## config.mk

```make
export PLATFORM = sky130hd
export DESIGN_NAME = framebuffer_writer_flat
export DESIGN_NICKNAME = d
export VERILOG_FILES = /design/src/rtl/framebuffer_writer_pkg.sv /design/src/rtl/framebuffer_writer_if.sv /design/src/rtl/framebuffer_writer.sv /design/src/flat_wrapper.sv
export SDC_FILE = /design/constraint.sdc
export NUM_CORES = 1
export LEC_CHECK = 0
export ABC_AREA = 1
export CELL_PAD_IN_SITES_DETAIL_PLACEMENT = 0
export CELL_PAD_IN_SITES_GLOBAL_PLACEMENT = 1
export CORE_UTILIZATION = 38
export DETAILED_ROUTE_END_ITERATION = 6
export PLACE_DENSITY_LB_ADDON = 0.3
export RECOVER_POWER = 25
export SKIP_CTS_REPAIR_TIMING = 1
export SLEW_MARGIN = 30
export SYNTH_ARGS = -nofsm -noshare
export SYNTH_HDL_FRONTEND = slang
export SYNTH_SLANG_ARGS = --single-unit
```

## constraint.sdc

```tcl
create_clock -name i_clk -period 2.8 [get_ports i_clk]
set_clock_uncertainty 0.05 [all_clocks]
set_input_delay 0.56 -clock i_clk [delete_from_list [all_inputs] [get_ports i_clk]]
set_output_delay 0.56 -clock i_clk [all_outputs]
set_load 0.01 [all_outputs]
```

## src/rtl/framebuffer_writer_pkg.sv

```systemverilog
// Shared constants and helpers for the panel framebuffer write path.
// The word layout here is the one the panel scan engine reads back.
package framebuffer_writer_pkg;

   localparam int FB_ADDR_W = 12;
   localparam int FB_DATA_W = 16;
   localparam int COL_W     = 6;
   localparam int ROW_W     = 5;

   // Per-channel bit positions; *_TOP for rows 0..31, *_BOT for rows 32..63
   localparam int R_TOP = 15;
   localparam int R_BOT = 14;
   localparam int G_TOP = 13;
   localparam int G_BOT = 12;
   localparam int B_TOP = 11;
   localparam int B_BOT = 10;

   typedef enum logic [1:0] {
      ST_IDLE,
      ST_RD0,
      ST_RD1,
      ST_CLR
   } fbw_state_e;

   typedef struct packed {
      logic [1:0] r;
      logic [1:0] g;
      logic [1:0] b;
   } rgb222_t;

   function automatic logic [FB_ADDR_W-1:0] fb_addr(input logic             plane,
                                                    input logic [ROW_W-1:0] y,
                                                    input logic [COL_W-1:0] x);
      return {plane, y, x};
   endfunction

endpackage

```

## src/rtl/framebuffer_writer_if.sv

```systemverilog
// Pixel stream, clear control and RAM port bundle of the framebuffer writer.
// slave is the writer's view; master is the pixel source / RAM side.
interface framebuffer_writer_if;
   import framebuffer_writer_pkg::*;

   logic                 i_pix_valid;
   logic                 o_pix_ready;
   logic                 i_pix_sof;
   logic [1:0]           i_pix_r;
   logic [1:0]           i_pix_g;
   logic [1:0]           i_pix_b;
   logic                 i_clear;
   logic                 o_busy;
   logic                 o_frame_done;
   logic [FB_ADDR_W-1:0] o_ram_raddr;
   logic [FB_DATA_W-1:0] i_ram_rdata;
   logic [FB_ADDR_W-1:0] o_ram_waddr;
   logic [FB_DATA_W-1:0] o_ram_wdata;
   logic                 o_ram_we;

   modport slave (
      input  i_pix_valid, i_pix_sof, i_pix_r, i_pix_g, i_pix_b, i_clear, i_ram_rdata,
      output o_pix_ready, o_busy, o_frame_done, o_ram_raddr, o_ram_waddr, o_ram_wdata, o_ram_we
   );

   modport master (
      output i_pix_valid, i_pix_sof, i_pix_r, i_pix_g, i_pix_b, i_clear, i_ram_rdata,
      input  o_pix_ready, o_busy, o_frame_done, o_ram_raddr, o_ram_waddr, o_ram_wdata, o_ram_we
   );

endinterface

```

## src/rtl/framebuffer_writer.sv

```systemverilog
// Raster-order RGB222 pixel writer into the two bit-plane framebuffer.
// Each pixel is a read-modify-write of both planes; also clears the whole buffer.
module framebuffer_writer
   import framebuffer_writer_pkg::*;
#(
   parameter int COLS      = 64,
   parameter int HALF_ROWS = 32
) (
   input  logic                 i_clk,
   input  logic                 i_rst_n,
   framebuffer_writer_if.slave  fb
);

   localparam logic [COL_W-1:0] X_LAST = COL_W'(COLS - 1);
   localparam logic [ROW_W:0]   Y_LAST = (ROW_W + 1)'(2 * HALF_ROWS - 1);

   fbw_state_e           state_q, state_d;
   logic [COL_W-1:0]     x_q, cx_q, ax;
   logic [ROW_W:0]       y_q, cy_q, ay;
   rgb222_t              pix_q;
   logic                 clear_pend_q;
   logic [FB_ADDR_W-1:0] clr_addr_q;
   logic                 frame_done_q;
   logic                 accept;

   logic [FB_ADDR_W-1:0] raddr, waddr;
   logic [FB_DATA_W-1:0] wdata;
   logic                 we;

   // Only the addressed half's three bits change; the other half and [9:0] pass through.
   function automatic logic [FB_DATA_W-1:0] merge_px(input logic [FB_DATA_W-1:0] word,
                                                     input logic                 bot,
                                                     input logic                 plane,
                                                     input rgb222_t              px);
      logic [FB_DATA_W-1:0] w;
      w = word;
      if (bot) begin
         w[R_BOT] = px.r[plane];
         w[G_BOT] = px.g[plane];
         w[B_BOT] = px.b[plane];
      end else begin
         w[R_TOP] = px.r[plane];
         w[G_TOP] = px.g[plane];
         w[B_TOP] = px.b[plane];
      end
      return w;
   endfunction

   assign fb.o_pix_ready = (state_q == ST_IDLE) & ~fb.i_clear & ~clear_pend_q;
   assign fb.o_busy      = (state_q != ST_IDLE) | clear_pend_q;
   assign accept         = fb.i_pix_valid & fb.o_pix_ready;

   // SOF overrides the running position for the pixel being accepted
   assign ax = fb.i_pix_sof ? '0 : x_q;
   assign ay = fb.i_pix_sof ? '0 : y_q;

   always_comb begin
      state_d = state_q;
      raddr   = '0;
      waddr   = '0;
      wdata   = '0;
      we      = 1'b0;
      case (state_q)
         ST_IDLE: begin
            if (fb.i_clear | clear_pend_q) begin
               state_d = ST_CLR;
            end else if (fb.i_pix_valid) begin
               state_d = ST_RD0;
               raddr   = fb_addr(1'b0, ay[ROW_W-1:0], ax);
            end
         end
         ST_RD0: begin
            raddr   = fb_addr(1'b1, cy_q[ROW_W-1:0], cx_q);
            waddr   = fb_addr(1'b0, cy_q[ROW_W-1:0], cx_q);
            wdata   = merge_px(fb.i_ram_rdata, cy_q[ROW_W], 1'b0, pix_q);
            we      = 1'b1;
            state_d = ST_RD1;
         end
         ST_RD1: begin
            waddr   = fb_addr(1'b1, cy_q[ROW_W-1:0], cx_q);
            wdata   = merge_px(fb.i_ram_rdata, cy_q[ROW_W], 1'b1, pix_q);
            we      = 1'b1;
            state_d = ST_IDLE;
         end
         ST_CLR: begin
            waddr = clr_addr_q;
            we    = 1'b1;
            if (clr_addr_q == '1) state_d = ST_IDLE;
         end
         default: state_d = ST_IDLE;
      endcase
   end

   assign fb.o_ram_raddr  = raddr;
   assign fb.o_ram_waddr  = waddr;
   assign fb.o_ram_wdata  = wdata;
   assign fb.o_ram_we     = we;
   assign fb.o_frame_done = frame_done_q;

   always_ff @(posedge i_clk or negedge i_rst_n) begin
      if (!i_rst_n) begin
         state_q      <= ST_IDLE;
         x_q          <= '0;
         y_q          <= '0;
         cx_q         <= '0;
         cy_q         <= '0;
         pix_q        <= '0;
         clear_pend_q <= 1'b0;
         clr_addr_q   <= '0;
         frame_done_q <= 1'b0;
      end else begin
         state_q      <= state_d;
         frame_done_q <= (state_q == ST_RD1) && (cx_q == X_LAST) && (cy_q == Y_LAST);

         if (accept) begin
            cx_q  <= ax;
            cy_q  <= ay;
            pix_q <= {fb.i_pix_r, fb.i_pix_g, fb.i_pix_b};
         end

         if (state_q == ST_RD1) begin
            if (cx_q == X_LAST) begin
               x_q <= '0;
               y_q <= (cy_q == Y_LAST) ? '0 : cy_q + 1'b1;
            end else begin
               x_q <= cx_q + 1'b1;
               y_q <= cy_q;
            end
         end

         // A pending clear is consumed on the IDLE cycle that launches it; CLR ignores new clears
         if (state_q == ST_IDLE)
            clear_pend_q <= 1'b0;
         else if (state_q != ST_CLR && fb.i_clear)
            clear_pend_q <= 1'b1;

         if (state_q == ST_CLR) begin
            clr_addr_q <= clr_addr_q + 1'b1;
            if (clr_addr_q == '1) begin
               x_q <= '0;
               y_q <= '0;
            end
         end else begin
            clr_addr_q <= '0;
         end
      end
   end

endmodule

```

## src/flat_wrapper.sv

```systemverilog
// flat-port wrapper written by rule: the top's interface ports become plain ports
module framebuffer_writer_flat import framebuffer_writer_pkg::*;
#(
   parameter int COLS      = 64,
   parameter int HALF_ROWS = 32
)
  (i_clk, i_rst_n, fb_i_pix_valid, fb_i_pix_sof, fb_i_pix_r, fb_i_pix_g, fb_i_pix_b, fb_i_clear, fb_i_ram_rdata, fb_o_pix_ready, fb_o_busy, fb_o_frame_done, fb_o_ram_raddr, fb_o_ram_waddr, fb_o_ram_wdata, fb_o_ram_we);
  framebuffer_writer_if fb_i ();
  input  logic i_clk;
  input  logic i_rst_n;
  input wire logic [$bits(fb_i.i_pix_valid)-1:0] fb_i_pix_valid;
  input wire logic [$bits(fb_i.i_pix_sof)-1:0] fb_i_pix_sof;
  input wire logic [$bits(fb_i.i_pix_r)-1:0] fb_i_pix_r;
  input wire logic [$bits(fb_i.i_pix_g)-1:0] fb_i_pix_g;
  input wire logic [$bits(fb_i.i_pix_b)-1:0] fb_i_pix_b;
  input wire logic [$bits(fb_i.i_clear)-1:0] fb_i_clear;
  input wire logic [$bits(fb_i.i_ram_rdata)-1:0] fb_i_ram_rdata;
  output wire logic [$bits(fb_i.o_pix_ready)-1:0] fb_o_pix_ready;
  output wire logic [$bits(fb_i.o_busy)-1:0] fb_o_busy;
  output wire logic [$bits(fb_i.o_frame_done)-1:0] fb_o_frame_done;
  output wire logic [$bits(fb_i.o_ram_raddr)-1:0] fb_o_ram_raddr;
  output wire logic [$bits(fb_i.o_ram_waddr)-1:0] fb_o_ram_waddr;
  output wire logic [$bits(fb_i.o_ram_wdata)-1:0] fb_o_ram_wdata;
  output wire logic [$bits(fb_i.o_ram_we)-1:0] fb_o_ram_we;
  assign fb_i.i_pix_valid = fb_i_pix_valid;
  assign fb_i.i_pix_sof = fb_i_pix_sof;
  assign fb_i.i_pix_r = fb_i_pix_r;
  assign fb_i.i_pix_g = fb_i_pix_g;
  assign fb_i.i_pix_b = fb_i_pix_b;
  assign fb_i.i_clear = fb_i_clear;
  assign fb_i.i_ram_rdata = fb_i_ram_rdata;
  assign fb_o_pix_ready = fb_i.o_pix_ready;
  assign fb_o_busy = fb_i.o_busy;
  assign fb_o_frame_done = fb_i.o_frame_done;
  assign fb_o_ram_raddr = fb_i.o_ram_raddr;
  assign fb_o_ram_waddr = fb_i.o_ram_waddr;
  assign fb_o_ram_wdata = fb_i.o_ram_wdata;
  assign fb_o_ram_we = fb_i.o_ram_we;
  framebuffer_writer #(.COLS(COLS), .HALF_ROWS(HALF_ROWS)) u_core (.i_clk(i_clk), .i_rst_n(i_rst_n), .fb(fb_i));
endmodule
```

Run 1, placement by cell class:
Fill, decap, tap and diode cells in gray.
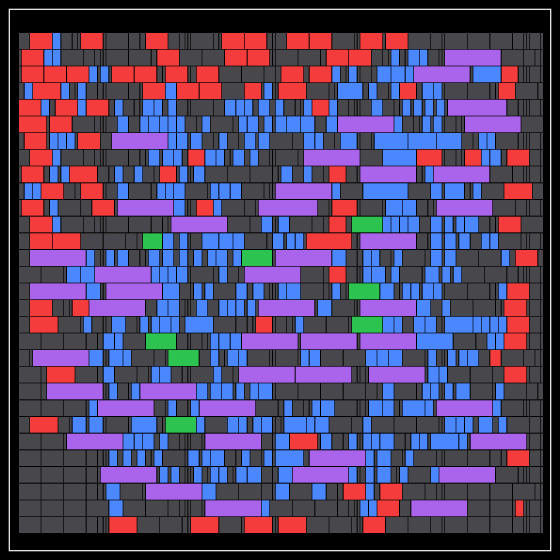
Key: remaining buffers and delay cells = red [cells 88]; sequential cells = purple [cells 46]; combinational and other logic = blue [cells 331]; clock drivers and dummy loads = green [cells 8]
Finished Cell Area: 3870 um2
row count: 30

Run 1, register map, names as in the netlist:
Bar = 20 um. Other sequential cells in the stronger gray, the rest of the logic in the fainter gray.
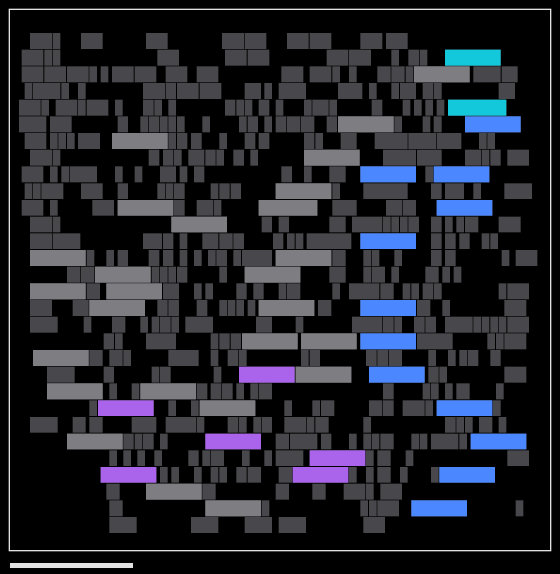
Key: u_core.state_q = cyan [sequential cells 2]; u_core.clr_addr_q = blue [sequential cells 12]; u_core.cx_q = purple [sequential cells 6]
Another 26 sequential cells are not colored.
P_seq: 0.664 mW
Seq area share: 0.298
register cell area after layout: 1150 um2

==> GITHUB_STEP_SUMMARY, run 1 <==
### Metrics collected by this job

| Metric | Value |
|---|---|
| Yosys adder share | `0.0312` |
| Buffering overhead | `0.228` |
| Worst path max stage delay | `between 0.4 and 0.5 ns` |
| Area leader share | `0.410` |
| Gr busiest metal | `met2` |
| RSZ-0062 raised after global routing | `true` |
| M3 GR Usage | `0.0349` |
| Placed cells | `553` |
| Outcome | `complete, no violations` |
| WP data arrival | `2.17 ns` |
| Met3 wire length | `294 um` |
| GP Congestion | `between 0.8 and 0.9` |
| Most numerous logic cell after layout | `nand2_1` |
| Final net count | `506` |
| Slew Limit Fails | `0` |
| # DRC | `0` |
| Initial antenna violation count | `0` |
| CTS clk-pin slew, worst paths | `0.09 ns` |
| Die span in x | `88.0 um` |
| Flop count | `46` |
| Setup_tns | `0 ns` |
| P&R area growth vs syn | `37.6%` |
| Init Core Util | `0.403` |
| # fillers | `692` |
| Chip area in the Yosys report | `roughly 2800 um2` |
| Max VDD drop | `0.211 mV` |
| Logic pwr share | `0.048` |
| # diodes | `0` |
| Hold path depth | `1` |
| GRT overflow | `0` |
| Cell area after placement | `roughly 3600 um2` |
| WS Path Type | `reg -> out` |
| Critical path cell sequence | `buf_4 -> ha_1 -> inv_1 -> o22ai_1 -> nand2_1 -> inv_1 -> clkdlybuf4s50_1` |
| Final Setup Violations | `0` |
| Simple share | `0.249` |
| R2R Path Start | `u_core.state_q[0]` |
| Worst path required time | `2.19 ns` |
| Logic cell area | `1300 um2` |
| Worst setup SP type | `flop` |
| Pwr dens | `306 nW/um2` |
| CTS H-tree depth | `2` |
| Tapcells | `between 90 and 100` |
| Root Driver | `clkbuf_8` |
| Routed via count | `approximately 2,800` |
| CP max-delay cell | `clkdlybuf4s50_1` |
| Initial DRC Count | `approximately 160` |
| Top cells by area | `dfrtp_1 41%, nand2_1 11%, inv_1 10%` |
| Share of layout cells above drive strength 1 | `0.106` |
| Post-synthesis sequential area ratio | `0.410` |
| Min-Delay Endpoint | `u_core.clr_addr_q[0]` |
| Max Buffers Root-to-Sink | `2` |
| Launch point of the worst path | `u_core.state_q[0]` |
| Number of global-route vias before repair | `2,633` |
| Synthesized netlist cell count | `393` |
| Clock-cell share | `0.0272` |
| Cell family with most CP delay | `buffers and inverters` |
| Met2 Usage GRT | `0.342` |
| Tool warnings | `30` |
| Worst hold path type | `reg -> reg` |
| Post-synthesis instance area | `2810 um2` |
| Area leader, netlist | `dfrtp_1` |
| Final HPWL DP | `~5600 um` |
| Number of cells in Yosys stat | `393` |
| Met1 Resource Use GR | `0.287` |
Run 1, metal layers overlaid:
Bar = 20 um. Two of the layers only.
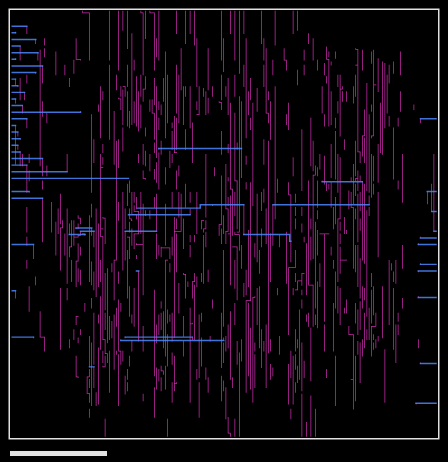
Key: metal 2 = magenta [wire length 3,640 um]; metal 3 = blue [wire length 295 um]
WL final: 7640 um
WL per Instance: 13.4 um

Run 1, clock distribution:
Bar = 20 um.
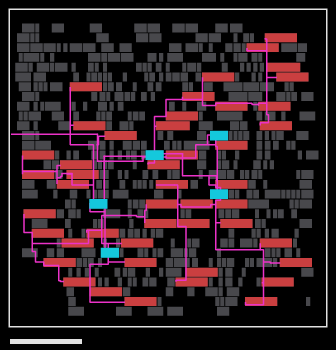
Key: clock wires = magenta [length 593 um]; flip-flops = red [count 46]; clock drivers = cyan [count 5]
There are 6 routed clock nets. Position of the flops: spread over the die.
clock group total power: 0.460 mW
Clock Power Share: 0.390
clk latency late pin: 0.30 ns

-- run 1: worst reg2reg max path, stage by stage, from the launching register on --
cell and delay [ns]:
dfrtp_1 0.42, inv_1 0.14, ha_2 0.25, buf_6 0.15, buf_4 0.16, inv_1 0.20
a21oi_1 0.29, nand3_1 0.12, a21oi_1 0.17
-- run 1: cell usage after synthesis (all sizes together) --
library cell,count
ha,7
a21oi,24
nand4,3
nor2,32
xor2,1
buf,8
nor3,6
nor3b,1
nand3,19
inv,79
dfrtp,46
nand3b,1
or2,1
o21ai,35
clkbuf,8
o22ai,30
nand2,91
a21boi,1
-- run 1: sequential cells by signal, indices dropped and copies added, names as in the netlist --
register / flops
u_core.clr_addr_q: 12
u_core.cx_q: 6
u_core.cy_q: 6
u_core.pix_q: 6
u_core.x_q: 6
u_core.y_q: 6
u_core.state_q: 2
u_core.clear_pend_q: 1
u_core.fb.o_frame_done: 1
-- run 1: worst max path at each step --
stage          slack, ns  cells after the start                  to
2_1_floorplan       0.67                      9   fb_o_ram_raddr[0]
3_3_place_gp       -0.02                      8   fb_o_ram_raddr[7]
3_5_place_dp       -0.06                      8   fb_o_ram_raddr[2]
4_1_cts            -0.24                      7  fb_o_ram_waddr[10]
5_1_grt            -0.15                      7   fb_o_ram_waddr[9]
6_report            0.02                      7   fb_o_ram_waddr[6]
-- run 1: power groups by stage --
stage,registers (mW),logic [mW],clock network [mW]
global placement,0.677,0.0586,0
finish,0.664,0.0573,0.460
floorplan,0.677,0.00686,0
CTS,0.664,0.0591,0.468
detailed placement,0.677,0.0591,0
global route,0.664,0.0639,0.503
==> run 1 -> run 2 <==
--- a/config.mk
+++ b/config.mk
@@ -10,7 +10,7 @@
 export CELL_PAD_IN_SITES_GLOBAL_PLACEMENT = 1
 export CORE_UTILIZATION = 38
 export DETAILED_ROUTE_END_ITERATION = 6
-export PLACE_DENSITY_LB_ADDON = 0.3
+export PLACE_DENSITY = 0.93
 export RECOVER_POWER = 25
 export SKIP_CTS_REPAIR_TIMING = 1
 export SLEW_MARGIN = 30
Run 2, register map, names as in the netlist:
Bar = 20 um. Other sequential cells in the stronger gray, the rest of the logic in the fainter gray.
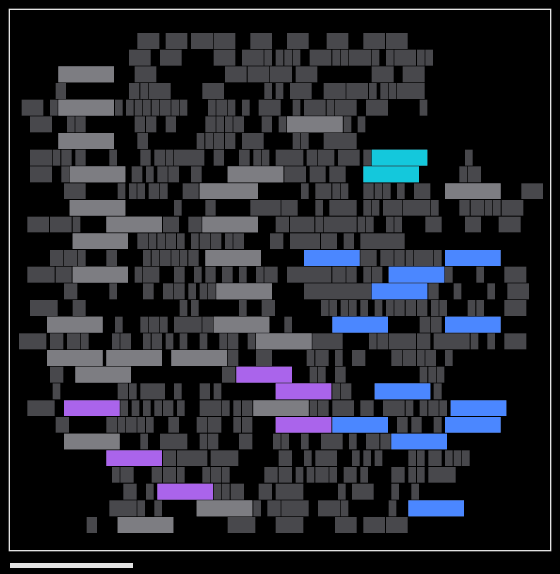
Key: u_core.cx_q = purple [sequential cells 6]; u_core.state_q = cyan [sequential cells 2]; u_core.clr_addr_q = blue [sequential cells 12]
Seq area share: 0.302
register cell area after layout: 1150 um2
final core utilization: 0.546

Run 2, metal layers overlaid:
Bar = 20 um. Two of the layers only.
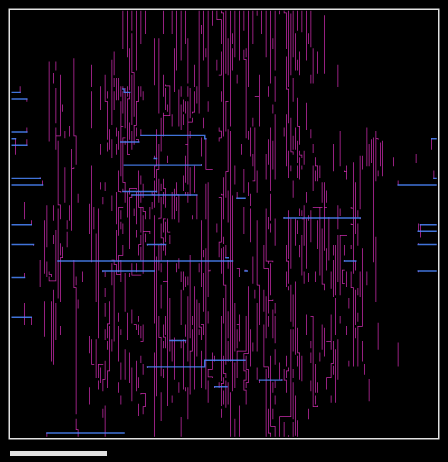
Key: metal 2 = magenta [wire length 3,480 um]; metal 3 = blue [wire length 235 um]
routed via count: 2,744
WL final: 7250 um
WL per Instance: 12.8 um

==> run 2 against run 1 <==
Effect of this change: clock power rose by 7.2%; first-iteration DRC count rose by 18%; via count fell by 2.5%; total power rose by 2.6%; register-to-register slack improved by 0.06 ns; utilization fell by 0.73 points; die size did not move; design area fell by 1.3%; worst hold slack got worse by 0.044 ns; non-clock buffer count fell by 5; sequential power barely moved; flip-flop count did not move; critical endpoint is now fb_o_ram_wdata[8].
==> GITHUB_STEP_SUMMARY, run 2 <==
### Metrics collected by this job

| Metric | Value |
|---|---|
| Pwr Total | `1.21 mW (was 1.18 mW)` |
| Synthesized netlist cell count | `393 (unchanged)` |
| Worst path required time | `2.19 ns (about the same)` |
| P&R area growth vs syn | `35.8% (was 37.6%)` |
| Post-synthesis sequential area ratio | `0.410 (unchanged)` |
| Crit path to | `fb_o_ram_wdata[8] (was fb_o_ram_waddr[6])` |
| Tool warnings | `30 (unchanged)` |
| Launch point of the worst path | `u_core.state_q[1] (was u_core.state_q[0])` |
| Post-synthesis average cell area | `7.15 um2 (unchanged)` |
| Finished Cell Area | `3810 um2 (was 3870 um2)` |
| Share of layout cells above drive strength 1 | `0.0917 (was 0.106)` |
| Chip area in the Yosys report | `2810 um2 (unchanged)` |
| P_leak | `2.11 nW (was 2.18 nW)` |
| Chip area | `7740 um2 (unchanged)` |
| # diodes | `0 (unchanged)` |
| Max reg flops | `12 (unchanged)` |
| Worst path depth | `7 (unchanged)` |
| WP data arrival | `2.06 ns (was 2.17 ns)` |
| Worst hold path type | `in -> async (was reg -> reg)` |
| Placed cells | `554 (was 553)` |
| Post-synthesis instance area | `2810 um2 (unchanged)` |
| Clk latency late pin | `0.30 ns (about the same)` |
| CTS clk-pin slew, worst paths | `0.09 ns (about the same)` |
| Max VDD drop | `0.169 mV (was 0.211 mV)` |
| Most numerous logic cell after layout | `nand2_1 (unchanged)` |
| Cell Count, Final, Fillers Out | `565 (was 569)` |
| Final HPWL DP | `5270 um (was 5560 um)` |
| Top cells by area | `dfrtp_1 41%, nand2_1 11%, inv_1 10% (unchanged)` |
| GRT overflow | `0 (unchanged)` |
| WS Path Type | `reg -> out (unchanged)` |
| CP max-delay cell | `clkdlybuf4s50_1 (unchanged)` |
| R2R Path Start | `u_core.state_q[1] (was u_core.state_q[0])` |
| Ys async rst share | `1.00 (unchanged)` |
| Final net count | `502 (was 506)` |
| Initial antenna violation count | `0 (unchanged)` |
| # fillers | `681 (was 692)` |
| Commonest cells in the synthesized netlist | `86 x nand2_1, 77 x inv_1, 46 x dfrtp_1, 31 x o21ai_0, 30 x o22ai_1 (unchanged)` |
| CTS H-tree depth | `2 (unchanged)` |
| Antenna viol nets, final | `0 (unchanged)` |
| Place WS | `-0.0315 ns (was -0.0559 ns)` |
| Cell family with most CP delay | `buffers and inverters (unchanged)` |
| Logic cell area | `1290 um2 (was 1300 um2)` |
| GP Congestion | `0.839 (was 0.858)` |
| Area leader share | `0.410 (unchanged)` |
| Initial DRC Count | `193 (was 163)` |
| Number of cells in Yosys stat | `393 (unchanged)` |
| Worst Reg2Reg Path Length in Cells | `10 (was 8)` |
| Outcome | `complete, no violations (unchanged)` |
| Slew Limit Fails | `0 (unchanged)` |
| I/O pin total | `71 (unchanged)` |
| Init Core Util | `0.403 (unchanged)` |
| Critical path cell sequence | `inv_1 -> ha_2 -> buf_4 -> o21ai_1 -> buf_4 -> nor2_1 -> clkdlybuf4s50_1 (was buf_4 -> ha_1 -> inv_1 -> o22ai_1 -> nand2_1 -> inv_1 -> clkdlybuf4s50_1)` |
| Row count | `30 (unchanged)` |
| Worst path max stage delay | `0.55 ns (was 0.46 ns)` |
| Count leader, synth | `nand2_1 (unchanged)` |
| Ys flop type | `dfrtp_1 (unchanged)` |
| RSZ-0062 raised after global routing | `true (unchanged)` |
| Area leader, netlist | `dfrtp_1 (unchanged)` |
| DR vias/cell | `4.86 (was 4.95)` |
| Post-synth EDFFs | `0 (unchanged)` |
| # DRC | `0 (unchanged)` |
| Most flop-heavy register | `u_core.clr_addr_q (unchanged)` |
| Cell area after placement | `3650 um2 (was 3640 um2)` |
| Final Setup Violations | `0 (unchanged)` |
| Pwr dens | `318 nW/um2 (was 306 nW/um2)` |
| Die span in x | `88.0 um (unchanged)` |
| Worst setup SP type | `flop (unchanged)` |
| Number of global-route vias before repair | `2,612 (was 2,633)` |
| Root Driver | `clkbuf_8 (unchanged)` |
| Max Buffers Root-to-Sink | `2 (unchanged)` |
Run 2, clock nets:
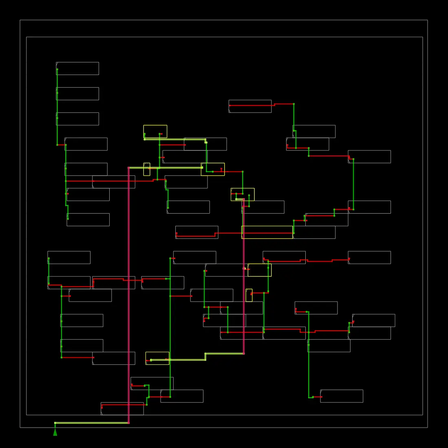
clock group total power: 0.493 mW
CLK BUF: 7
flop count: 46

-- run 2: logic make-up (layout without fill, tap and decap cells) --
family | Yosys count | in the layout | synth area share
xor gates and xnor gates | 1 | 1 | 0.00312
and+or+nand+nor | 154 | 154 | 0.249
buffers and inverters | 95 | 171 | 0.133
AOI/OAI and AO/OA | 90 | 90 | 0.175
DFF | 46 | 46 | 0.410
adders and majority gates | 7 | 7 | 0.0312
-- run 2: worst min path at each step --
stage,from,to,slack [ns]
5_1_grt,u_core.clr_addr_q[0],u_core.clr_addr_q[0],0.48
3_3_place_gp,u_core.clr_addr_q[0],u_core.clr_addr_q[0],0.43
2_1_floorplan,i_rst_n,u_core.clear_pend_q,0.21
3_5_place_dp,u_core.clr_addr_q[0],u_core.clr_addr_q[0],0.44
4_1_cts,i_rst_n,u_core.x_q[0],0.22
6_report,i_rst_n,u_core.x_q[0],0.41
-- run 2: metrics by stage --
stage	setup TNS, ns	hold slack [ns]
2_1_floorplan	0	0.214
3_3_place_gp	0	0.435
3_5_place_dp	-0.234	0.443
4_1_cts	-1.83	0.218
5_1_grt	-0.0626	0.477
6_report	0	0.408
-- run 2: layer usage --
layer | part of all wire | track usage
met5 | 0 | 0
met3 | 0.032 | 0.0311
met4 | 0.018 | 0.0805
met2 | 0.48 | 0.325
met1 | 0.47 | 0.268
-- run 2: power by group --
group	internal, mW	switching [mW]
logic	0.0332	0.0225
clock network	0.267	0.225
registers	0.664	0
total	0.964	0.248
-- run 2: layout make-up --
type                            instances  area share
Clock buffer                            7      0.0200
Clock inverter                          1     0.00787
Inverter                               79      0.0787
Multi-Input combinational cell        252       0.339
Sequential cell                        46       0.302
Tap cell                               96      0.0315
Timing Repair Buffer                   83       0.219
Timing Repair inverter                  1     0.00131
==> run 2 -> run 3 <==
--- a/config.mk
+++ b/config.mk
@@ -6,7 +6,7 @@
 export NUM_CORES = 1
 export LEC_CHECK = 0
 export ABC_AREA = 1
-export CELL_PAD_IN_SITES_DETAIL_PLACEMENT = 0
+export CELL_PAD_IN_SITES_DETAIL_PLACEMENT = 1
 export CELL_PAD_IN_SITES_GLOBAL_PLACEMENT = 1
 export CORE_UTILIZATION = 38
 export DETAILED_ROUTE_END_ITERATION = 6
Run 3, clock nets:
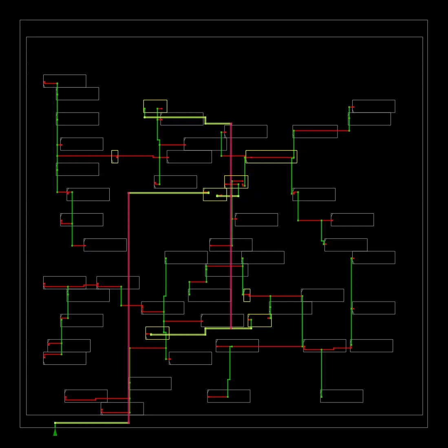
clk latency late pin: 0.31 ns
CTS sink cnt: 46
cts bufs inserted: 5
clock group total power: 0.505 mW

Run 3, placement by cell class:
Fill, decap, tap and diode cells in gray.
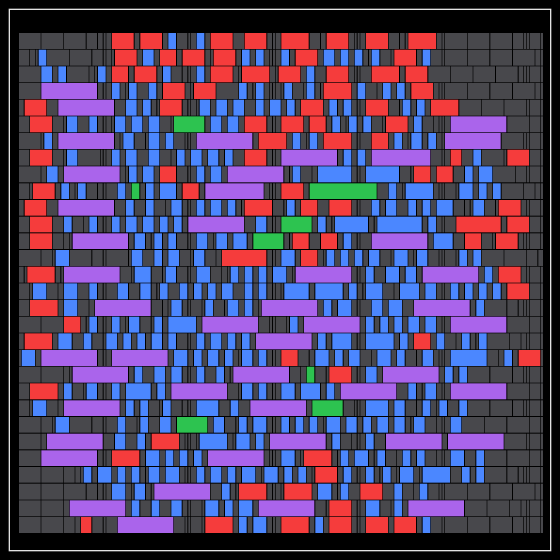
Key: remaining buffers and delay cells = red [cells 89]; combinational and other logic = blue [cells 331]; clock drivers and dummy loads = green [cells 8]; sequential cells = purple [cells 46]
final core utilization: 0.560
Core ar.: 6980 um2

==> run 3 against run 2 <==
Effect of this change: first-iteration DRC count shrank 49%; area after synthesis is the same; flip-flop count unchanged; sequential share of layout area down 0.69 points; synthesized cell count is the same; utilization grew 1.3 points; worst hold slack improved by 0.0085 ns; non-clock buffer count is 6 higher; critical path depth did not move; combinational power increased by 5.2%; critical path type unchanged; largest power group unchanged; highest routed layer unchanged.
==> GITHUB_STEP_SUMMARY, run 3 <==
### Metrics collected by this job

| Metric | Value |
|---|---|
| Chip area | `7740 um2 (unchanged)` |
| Final net count | `507 (was 502)` |
| WL final | `9680 um (was 7250 um)` |
| CP max-delay cell | `clkdlybuf4s50_1 (unchanged)` |
| # DRC | `0 (unchanged)` |
| Tool warnings | `29 (was 30)` |
| Initial antenna violation count | `0 (unchanged)` |
| P_leak | `2.29 nW (was 2.11 nW)` |
| Root Driver | `clkbuf_8 (unchanged)` |
| GRT overflow | `0 (unchanged)` |
| Logic cell area | `1310 um2 (was 1290 um2)` |
| Pwr Total | `1.23 mW (was 1.21 mW)` |
| Init Core Util | `0.403 (unchanged)` |
| Worst path depth | `7 (unchanged)` |
| Share of layout cells above drive strength 1 | `0.116 (was 0.0917)` |
| R2R Path Start | `u_core.state_q[0] (was u_core.state_q[1])` |
| I/O pin total | `71 (unchanged)` |
| Routed via count | `3,020 (was 2,744)` |
| Worst path required time | `2.19 ns (about the same)` |
| Top cells by area | `dfrtp_1 41%, nand2_1 11%, inv_1 10% (unchanged)` |
| Critical path cell sequence | `inv_1 -> ha_2 -> buf_4 -> o21ai_1 -> buf_4 -> nor2_1 -> clkdlybuf4s50_1 (unchanged)` |
| Reg power frac | `0.541 (was 0.548)` |
| Worst path max stage delay | `0.54 ns (was 0.55 ns)` |
| Worst hold path type | `in -> async (unchanged)` |
| CTS clk-pin slew, worst paths | `0.09 ns (about the same)` |
| P&R area growth vs syn | `39.1% (was 35.8%)` |
| Max VDD drop | `0.150 mV (was 0.169 mV)` |
| Placed cells | `554 (unchanged)` |
| Commonest cells in the synthesized netlist | `86 x nand2_1, 77 x inv_1, 46 x dfrtp_1, 31 x o21ai_0, 30 x o22ai_1 (unchanged)` |
| Antenna viol nets, final | `0 (unchanged)` |
| Worst setup SP type | `flop (unchanged)` |
| Number of cells in Yosys stat | `393 (unchanged)` |
| Synthesized netlist cell count | `393 (unchanged)` |
| DR vias/cell | `5.30 (was 4.86)` |
| Row count | `30 (unchanged)` |
| Sw Ratio | `0.214 (was 0.204)` |
| Cell Count, Final, Fillers Out | `570 (was 565)` |
| Logic pwr share | `0.048 (was 0.046)` |
| Register cell area after layout | `1150 um2 (about the same)` |
| Ys async rst share | `1.00 (unchanged)` |
| Post-synthesis sequential area ratio | `0.410 (unchanged)` |
| CTS H-tree depth | `2 (unchanged)` |
| Cell family with most CP delay | `buffers and inverters (unchanged)` |
| # fillers | `880 (was 681)` |
| Max Buffers Root-to-Sink | `2 (unchanged)` |
| Ys flop type | `dfrtp_1 (unchanged)` |
| Cell area after placement | `3650 um2 (unchanged)` |
| Outcome | `complete, no violations (unchanged)` |
| Psw | `0.262 mW (was 0.248 mW)` |
Run 3, clock distribution:
Bar = 20 um.
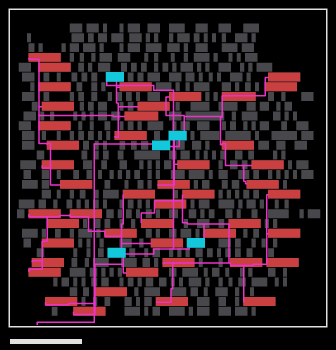
Key: flip-flops = red [count 46]; clock wires = magenta [length 653 um]; clock drivers = cyan [count 5]
Position of the flops: spread over the die.
Clock Power Share: 0.411

==> run 3: layout make-up <==
cell class / count / area share
inverters: 79 / 0.0778
clock inverters: 1 / 0.00768
well taps: 96 / 0.0307
multi-input cells: 252 / 0.336
flip-flops and latches: 46 / 0.295
repair buffers: 89 / 0.233
clock buffers: 7 / 0.0195
==> run 3: how the worst max path moves through the flow <==
stage	from	to	slack (ns)
floorplan	u_core.state_q[0]	fb_o_ram_raddr[0]	0.67
global placement	fb_i_clear	fb_o_ram_raddr[5]	0.007
detailed placement	fb_i_clear	fb_o_ram_raddr[4]	-0.05
CTS	u_core.state_q[0]	fb_o_ram_raddr[4]	-0.22
global route	u_core.state_q[1]	fb_o_ram_wdata[2]	-0.04
finish	u_core.state_q[1]	fb_o_ram_wdata[2]	0.05
==> run 3: kinds of logic after synthesis <==
group,share of synthesized area
buf+inv,0.133
compound gates,0.175
simple gates,0.249
xor+xnor,0.00312
fa+ha+maj,0.0312
flops,0.410
==> run 3: worst reg2reg max path: cells and delay by family, from the launching register on <==
kind                       cells  cell delay (ns)
AOI/OAI and AO/OA              1             0.18
and+or+nand+nor                2             0.44
DFF                            1             0.42
adders and majority gates      1             0.20
buffers and inverters          4             0.68
==> run 3: routing by layer <==
metal	track usage	share of wire
met4	0.0954	0.023
met5	0	0
met3	0.0358	0.037
met2	0.473	0.53
met1	0.328	0.41
==> run 3: power groups by stage <==
stage	combinational (mW)	sequential (mW)	clock [mW]
after floorplan	0.00686	0.677	0
after global placement	0.0561	0.677	0
after detailed placement	0.0592	0.677	0
after CTS	0.0599	0.664	0.507
after global routing	0.0641	0.664	0.540
final	0.0585	0.664	0.505
Power is estimated from default activity; no workload was simulated.
